==> src/rtl/mem_arbiter.sv <==
// Two-requester (fetch / LSU) arbiter onto one memory port, one outstanding transaction.
// Define COTM32_MEM_ARB_RR_EN for round-robin arbitration; otherwise the LSU has fixed priority.
module mem_arbiter #(
  parameter int ADDR_W = 32,
  parameter int DATA_W = 32
) (
  input  logic                     clk,
  input  logic                     rst,
  input  logic                     if_req_valid,
  input  logic [ADDR_W-1:0]        if_req_addr,
  output logic                     if_req_ready,
  output logic                     if_rsp_valid,
  output logic [DATA_W-1:0]        if_rsp_rdata,
  input  logic                     ls_req_valid,
  input  logic [ADDR_W-1:0]        ls_req_addr,
  input  logic                     ls_req_we,
  input  logic [DATA_W/8-1:0]      ls_req_be,
  input  logic [DATA_W-1:0]        ls_req_wdata,
  output logic                     ls_req_ready,
  output logic                     ls_rsp_valid,
  output logic [DATA_W-1:0]        ls_rsp_rdata,
  output logic                     mem_req_valid,
  output logic [ADDR_W-1:0]        mem_addr,
  output logic                     mem_we,
  output logic [DATA_W/8-1:0]      mem_be,
  output logic [DATA_W-1:0]        mem_wdata,
  input  logic                     mem_req_ready,
  input  logic                     mem_rsp_valid,
  input  logic [DATA_W-1:0]        mem_rdata,
  output logic                     busy
);

  localparam int BYTE_WIDTH = 8;
  localparam int BE_W       = DATA_W / BYTE_WIDTH;

  typedef enum logic [1:0] {IDLE, ISSUE, WAIT, RESP} state_t;

  state_t              state_q, state_d;
  logic [ADDR_W-1:0]   addr_q, addr_d;
  logic                we_q, we_d;
  logic [BE_W-1:0]     be_q, be_d;
  logic [DATA_W-1:0]   wdata_q, wdata_d;
  logic [DATA_W-1:0]   rdata_q, rdata_d;
  logic                gnt_ls_q, gnt_ls_d;
  logic                pick_ls;
  logic                any_req;

`ifdef COTM32_MEM_ARB_RR_EN
  logic                last_ls_q, last_ls_d;

  // On contention the requester that did not win last time gets the grant.
  always_comb begin
    pick_ls = ls_req_valid && !(if_req_valid && last_ls_q);
  end
`else
  always_comb begin
    pick_ls = ls_req_valid;
  end
`endif

  assign any_req = if_req_valid | ls_req_valid;

  always_comb begin
    state_d  = state_q;
    addr_d   = addr_q;
    we_d     = we_q;
    be_d     = be_q;
    wdata_d  = wdata_q;
    rdata_d  = rdata_q;
    gnt_ls_d = gnt_ls_q;
`ifdef COTM32_MEM_ARB_RR_EN
    last_ls_d = last_ls_q;
`endif
    case (state_q)
      IDLE: begin
        if (any_req) begin
          state_d  = ISSUE;
          gnt_ls_d = pick_ls;
`ifdef COTM32_MEM_ARB_RR_EN
          last_ls_d = pick_ls;
`endif
          if (pick_ls) begin
            addr_d  = ls_req_addr;
            we_d    = ls_req_we;
            be_d    = ls_req_be;
            wdata_d = ls_req_wdata;
          end else begin
            addr_d  = if_req_addr;
            we_d    = 1'b0;
            be_d    = '1;
            wdata_d = '0;
          end
        end
      end
      ISSUE: begin
        if (mem_req_ready) state_d = WAIT;
      end
      WAIT: begin
        // Stores complete with zero data so the LSU sees a clean write acknowledge.
        if (mem_rsp_valid) begin
          rdata_d = we_q ? '0 : mem_rdata;
          state_d = RESP;
        end
      end
      RESP: begin
        state_d = IDLE;
      end
      default: begin
        state_d = IDLE;
      end
    endcase
  end

  always_ff @(posedge clk or posedge rst) begin
    if (rst) begin
      state_q  <= IDLE;
      addr_q   <= '0;
      we_q     <= 1'b0;
      be_q     <= '0;
      wdata_q  <= '0;
      rdata_q  <= '0;
      gnt_ls_q <= 1'b0;
`ifdef COTM32_MEM_ARB_RR_EN
      last_ls_q <= 1'b0;
`endif
    end else begin
      state_q  <= state_d;
      addr_q   <= addr_d;
      we_q     <= we_d;
      be_q     <= be_d;
      wdata_q  <= wdata_d;
      rdata_q  <= rdata_d;
      gnt_ls_q <= gnt_ls_d;
`ifdef COTM32_MEM_ARB_RR_EN
      last_ls_q <= last_ls_d;
`endif
    end
  end

  // Ready is combinational from the grant decision, and forced low while reset is held.
  assign if_req_ready  = !rst && (state_q == IDLE) && if_req_valid && !pick_ls;
  assign ls_req_ready  = !rst && (state_q == IDLE) && pick_ls;

  assign mem_req_valid = (state_q == ISSUE);
  assign mem_addr      = addr_q;
  assign mem_we        = we_q;
  assign mem_be        = be_q;
  assign mem_wdata     = wdata_q;

  assign if_rsp_valid  = (state_q == RESP) && !gnt_ls_q;
  assign ls_rsp_valid  = (state_q == RESP) && gnt_ls_q;
  assign if_rsp_rdata  = rdata_q;
  assign ls_rsp_rdata  = rdata_q;

  assign busy          = (state_q != IDLE);

endmodule

==> config.mk <==
export PLATFORM = sky130hd
export DESIGN_NAME = mem_arbiter
export DESIGN_NICKNAME = d
export VERILOG_FILES = /design/src/rtl/mem_arbiter.sv
export SDC_FILE = /design/constraint.sdc
export NUM_CORES = 1
export LEC_CHECK = 0
export CORE_ASPECT_RATIO = 0.6
export CORE_MARGIN = 2
export CORE_UTILIZATION = 39
export CTS_BUF_LIST = sky130_fd_sc_hd__clkbuf_4 sky130_fd_sc_hd__clkbuf_8
export CTS_CLUSTER_DIAMETER = 50
export DETAILED_ROUTE_END_ITERATION = 12
export GPL_TIMING_DRIVEN = 1
export HOLD_SLACK_MARGIN = 0.05
export PLACE_DENSITY_LB_ADDON = 0.12
export SLEW_MARGIN = 0
export SYNTH_ARGS = -nofsm -noshare
export SYNTH_HDL_FRONTEND = slang
export SYNTH_SLANG_ARGS = --single-unit
==> constraint.sdc <==
create_clock -name clk -period 4.6 [get_ports clk]
set_input_delay 0.92 -clock clk [delete_from_list [all_inputs] [get_ports clk]]
set_output_delay 0.92 -clock clk [all_outputs]
set_load 0.005 [all_outputs]
Figure 1. Placement view.
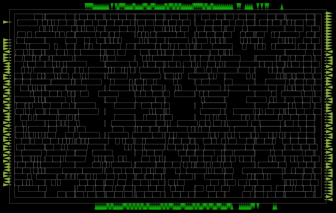
Seq area share: 34.2%
Layout Cells excl Fill: 892
final core occ: 63.8%
n_taps: 165
std cell rows: 31

Figure 2. The metal 3 layer.
The bar under the picture is 50 um long.
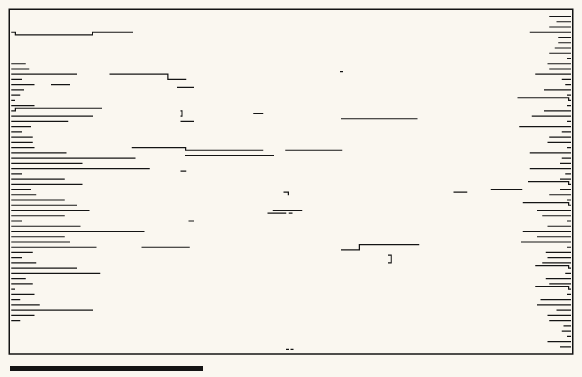
The layer holds 8.3% of the routed length. The longest straight run is 35.6 um. The wires run mostly horizontal. The layer carries 1,120 um of wire. 127 nets have wire on it.

Figure 3. Cell classes on the final placement.
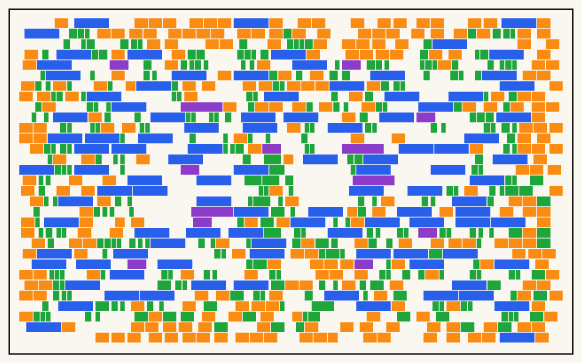
Green shows remaining logic cells, cells 328. Purple shows clock drivers and dummy loads, cells 13. Blue shows registers, cells 104. Orange shows remaining buffers and delay cells, cells 282.
Core Region: 11,900 um2
Design Area, Final: 7600 um2

==> reports/qor.txt <==
FF-to-FF End: mem_addr[5]
run status: finished clean
synth top area cells: dfrtp_1 (55%), nand2_1 (11%), o21ai_0 (7.2%), mux2i_1 (7.0%), buf_4 (5.3%)
CP endpoint kind: output port
final hold vios: 0
FILL cells: 1,007
top-count cell post-synth: nand2_1
cycle use final: 72.3%
Crit. Startpoint: ls_req_valid
CP Max Fanout: 74
first-pass GRT wire length: 21,400 um
tool warnings: 30
GRT overflow: 0
Clock Sinks: 104
reg2reg path depth: 7
Crit path arrival time: 2.41 ns
hold depth: 2
Post-synth seq share: 55.3%
Pwr top: combinational cells
Hold-fix buffers, CTS: 0
Cell Pwr Density: 593 nW/um2
slowest cell on the critical path: buf_4
met1 Track Usage GR: 25.7%
kind of critical path: primary input to output port
cell family with most CP delay: buffers and inverters
yosys cell count: 496
xor+xnor area frac: 0%
total sequential power: 1.65 mW
drt drc: 0
Largest cell class: buffers
Worst Skew: 0.00813 ns
most numerous logic cells after layout: clkdlybuf4s50_1 (276), nand2_1 (137), dfrtp_1 (104)
IO buf count: 277
Synth Warn #: 0
crit path to: ls_req_ready
power in combinational cells: 2.14 mW
flip-flops with a built-in enable: 0
DIE AREA: 13,000 um2
clk_buf instances: 9
Clock net power: 0.714 mW
Inserted Diodes: 0
CTS HTree Levels: 3
final setup fails: 0
Avg Inst Size Synth: 9.48 um2
WP data required: 3.68 ns
1st-iter DRT viols: 164
logic share of the area: 22.6%
area added between synthesis and finish: 61.6%
hold path startpoint: mem_wdata[21]
vias in the first global route: 4,023
Non-clk bufs: 282
invs w/o clock: 6
adder share: 1.33%
logic gate share of total power: 47.6%
HP Class: register to register
logic area: 1720 um2
Simple-Gate Area Share: 20.1%
fp_density: 39.5%
Total Power: 4.50 mW
Slew @ Worst Pin: 0.964 ns
Detail Route Antenna Nets: 0
gr busiest metal: met2
Area leader share: 55.3%
fin nets: 869
r2r startpoint: state_q[0]
yosys synthesis chip area: 4700 um2
MI comb cells: 322
clock buffer depth: 2
Clock power frac: 15.8%
Main logic family: simple AND/OR/NAND/NOR gates
async set or reset register ratio after synthesis: 100%
vias per cell: 4.62
wire length per cell: 15.2 um
hpwl dp: 10,100 um
Distinct cells, synth: 20
critical path cell sequence: buf_4 > and3_1 > clkdlybuf4s50_1
initial antenna violation count: 0
synthesized area: 4700 um2
internal power: 3.05 mW
Figure 4. Cell area per tile.
15 x 9 tiles, from white (low) to dark blue (high), 0 to 100% covered.
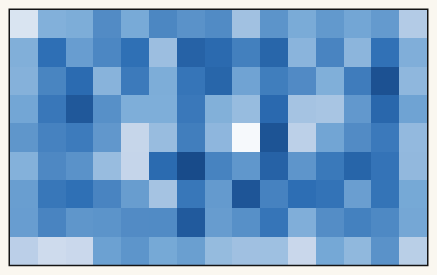
The mean over all tiles is 57%. The fullest tile reaches 89%. 12% of the tiles are over 75% full.

Figure 5. Where the registers sit.
The bar under the picture is 50 um long. Other sequential cells in the stronger gray, the rest of the logic in the fainter gray.
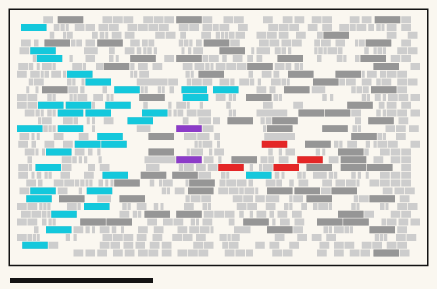
Cyan shows mem_wdata, placed flops 32. Red shows mem_be, placed flops 4. Purple shows state_q, placed flops 2.
Another 66 sequential cells are not colored.

No activity file was given, so power comes from the tool's default toggle rates.
